Design mode_ctrl, sky130hd; sources not shown.
run_1/placement_by_type.png
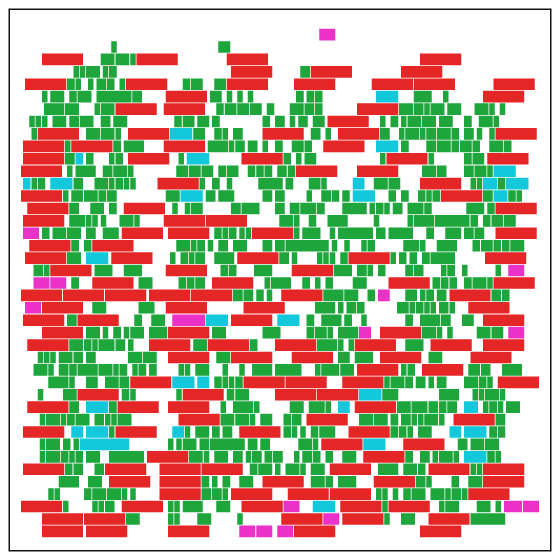
Key: sequential cells = red [cells 153, share of their area 46%]; clock drivers and dummy loads = cyan [cells 32, share of their area 4.6%]; combinational and other logic = green [cells 629, share of their area 48%]; remaining buffers and delay cells = magenta [cells 17, share of their area 2.1%]
Core Area: 0.01267 mm^2
total non-filler cell area in the finished layout: 0.008628 mm^2
flip-flop and latch share of the layout cell area: 44.37%

run_1/metal_density.png
Scale bar: 20 um. 24 x 24 tiles, from dark blue (low) to red (high), scaled to the fullest tile. Values are wire area over tile area, all layers added.
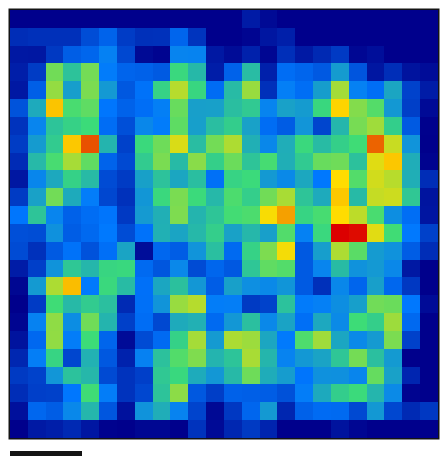
12% of the tiles are nearly empty. The fullest tile reaches 0.61. The mean over all tiles is 0.18. 17% of the tiles are over half the peak.
overall routed net length: 16,040 um
global router's overall resource usage: 24.14%
WL/cell: 15.99 um
Via Count: 6,117

run_1/wires.png
Scale bar: 20 um.
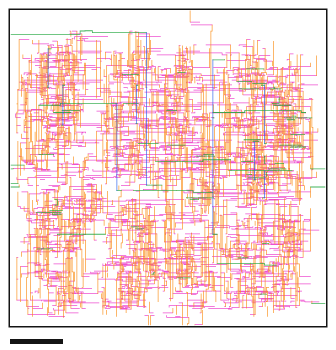
Key: metal 4 = blue [wire length 245 um]; metal 3 = green [wire length 518 um]; metal 2 = orange [wire length 8,280 um]; metal 1 = magenta [wire length 7,000 um]

run_1/congestion.png
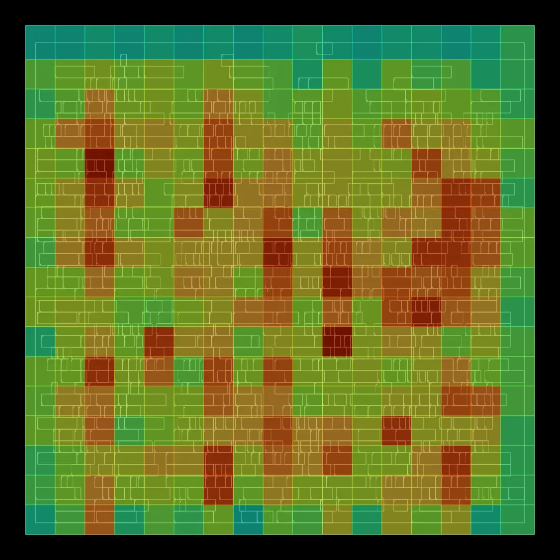
met1 Usage GRT: 30.58%
core utilization of the finished layout: 68.10%
busiest metal layer after global routing: met2

==> impl_metrics.env <==
# yosys + openroad results
export IMPL_fmax_ghz=0.3440
export IMPL_ff2ff_setup_slack_ns=0.69
export IMPL_finClkSkew_ns=0.01100
export IMPL_number_of_antenna_violations_at_the_first_check_in_global_routing=0
export IMPL_dp_hpwl_um=10980
export IMPL_routabilityCongestion=0.8779
export IMPL_asyncSetResetFlopFracSynth_pct=100.0
export IMPL_synthTopCellsByArea="dfrtp_1, xnor2_1, nor2_1"
export IMPL_cts_root_buf="clkbuf_8"
export IMPL_ys_dominant_reg_cell="dfrtp_1"
export IMPL_finalCritPeriodShare_pct=80.76
export IMPL_clk_path_buf_depth=2
export IMPL_worst_ep_arrival_time_ns=3.29
export IMPL_timing_setup_tns_ns=0
export IMPL_yosys_warnings=6
export IMPL_detail_route_first_pass_iterations=6
export IMPL_clock_latency_ns=0.45
export IMPL_crit_fanout=20
export IMPL_largest_register_ffs=80
export IMPL_numPortBuffers=13
export IMPL_route_detailed_drc=0
export IMPL_fp_nets=821
export IMPL_finalSetupViolations=0
export IMPL_vias_per_cell=6.099
export IMPL_syn_cell_area_mm2=0.007964
export IMPL_path_class_of_the_lowest_slack_min_delay_path="primary input to flop"
export IMPL_final_worst_path_setup_slack_ns=0.6928
export IMPL_cts_htree_levels=4
export IMPL_power_density_mw_per_mm2=359.2
export IMPL_largest_net_degree_at_the_start_of_global_routing=99
export IMPL_cell_depth_of_the_worst_hold_path=1
export IMPL_edf_count=0
export IMPL_clk_transition_reported_paths_ns=0.08
export IMPL_num_io_pins=14
export IMPL_cts_sinks=153
export IMPL_crit_slowest_cell="or4_1"
export IMPL_cp_cell_sequence="inv_1 -> ha_1 -> clkinv_1 -> nor3_1 -> a22oi_2 -> nand4_1 -> or4_1 -> nand2_1"
export IMPL_cp_end_kind="flop"
export IMPL_syn_mean_instance_area_um2=9.930
export IMPL_number_of_flip_flops_and_latches_in_the_synthesized_netlist=153
export IMPL_postSynthCellCount=802
export IMPL_syn2layout_area_growth_pct=8.343
export IMPL_fp_util_pct=62.85
export IMPL_cells_in_synth_stat_txt=802
export IMPL_final_min_clock_period_ns=2.907
export IMPL_status="complete, no violations"
export IMPL_ant_nets=0
export IMPL_first_global_vias=5986
export IMPL_tritoncts="built"
export IMPL_r2r_cells=8
export IMPL_max_cap_violations=0
export IMPL_rows=41
export IMPL_headroom_to_the_max_slew_limit_pct=39.81
export IMPL_floorplan_die_area_mm2=0.01399
export IMPL_synth_seq_share_pct=48.08
export IMPL_irDropWorstVdd_uv=277.2
export IMPL_timing_worst_setup_path_type="flop to flop"
export IMPL_report_final_slew_viol_count=0
export IMPL_power_mw=3.099
export IMPL_place_ws_ns=0.7375
export IMPL_die_h_um=118.3
export IMPL_post_cts_setup_buffer_count=0
export IMPL_cp_start_kind="flop"
export IMPL_ys_area_mm2=0.007964
export IMPL_setup_repair_after_global_routing_missed_its_margin="no"
export IMPL_insertedDiodeCount=0
export IMPL_total_of_fill_cells_in_the_finished_design=988
export IMPL_leakage_nw=3.538
export IMPL_critPathRequiredTime_ns=3.98
export IMPL_timing_critical_path_slowest_cell_delay_ns=0.66
export IMPL_die_width_um=118.3
export IMPL_worstMarginPinSlew_ns=0.9028
export IMPL_area_post_placement_mm2=0.008232
export IMPL_openroad_warnings=30
export IMPL_clock_buffer_count_from_cts=17
export IMPL_design_final_nets=837
export IMPL_gr_total_overflow=0
export IMPL_synth_cell_types=57
export IMPL_final_layout_size_suffix_gt1_share_pct=9.386
export IMPL_post_synth_top_area_fraction_pct=48.08
export IMPL_grt_pass1_wl_um=27730
## run 1: worst max-delay path, delay by kind of cell (launching register included)
kind	cells	cell delay [ns]
fa+ha+maj	1	0.34
compound gates	1	0.34
flops	1	0.42
buf+inv	2	0.33
simple gates	4	1.41
## run 1: Yosys cell counts, drive strengths merged (2+ instances only)
library cell and count:
or2 2, clkinv 2, o21ai 39, ha 11, nand4bb 2, and4 12
nor2 104, nor4 27, a21oi 26, dfrtp 153, nor2b 3, and4b 2
and4bb 2, o211ai 9, or4 16, xor2 33, and2 9, nand4 34
clkbuf 5, nor3 31, inv 22, and3 7, mux2i 8, or3 17
nor4b 10, a31oi 5, o31ai 10, mux2 8, buf 15, xnor2 51
nand3 50, nand4b 2, nand2 66
## run 1: per-stage QoR
stage | hold WS [ns] | std cells
2_1_floorplan | 0.06441 | 802
3_3_place_gp | 0.3346 | 970
3_5_place_dp | 0.3347 | 970
4_1_cts | 0.3175 | 1003
5_1_grt | 0.3169 | 1003
6_report | 0.3458 | 1003
## run 1: timing repair
item	4_1_cts	5_1_grt
hold endpoints to repair	97	0
setup endpoints to repair	0	0
hold buffers	1	0
gates resized	0	0
## run 1: where the power goes
| group | leakage [nW] | total [mW] | internal [mW] | switching (mW) |
|---|---|---|---|---|
| Sequential | 2.10 | 1.75 | 1.74 | 0.0172 |
| Clock | 0.194 | 1.26 | 0.629 | 0.631 |
| Combinational | 1.25 | 0.0865 | 0.0249 | 0.0616 |
## run 1: cell usage in the layout (no fill, tap or decap), types with 12 or more instances in the layout
cell type        instances
clkbuf_8                20
nor3_1                  31
nor4_1                  19
nand3_1                 48
or3_1                   17
nand2_1                 66
dfrtp_1                153
xor2_1                  32
clkdlybuf4s50_1         12
a21oi_1                 26
or4_1                   16
inv_1                   22
xnor2_1                 51
nand4_1                 26
nor2_1                 103
o21ai_0                 34
## run 1: area by class of cell
cell class	count	area (um^2)	share of cell area (%)
Clock buffer	23	297.8	3.451
Clock inverter	9	88.84	1.030
Inverter	24	90.09	1.044
Multi-Input combinational cell	605	3931	45.56
Sequential cell	153	3829	44.37
Tap cell	172	215.2	2.494
Timing Repair Buffer	17	176.4	2.045
## run 1: per-layer routing
metal	up-vias	GRT usage, %	part of all wire [%]
li1	2918	-	-
met1	3041	30.58	44
met2	137	40.64	52
met3	21	4.778	3.2
met4	0	9.714	1.5
met5	-	0	0
## run 1: cells by family after synthesis
kind of cell	Yosys count	synth area share, %
flops	153	48.08
buf+inv	44	2.561
simple gates	396	28.26
fa+ha+maj	11	1.728
mux	16	2.137
xor+xnor	84	9.332
compound gates	98	7.902
Power and IR drop assume default switching activity.
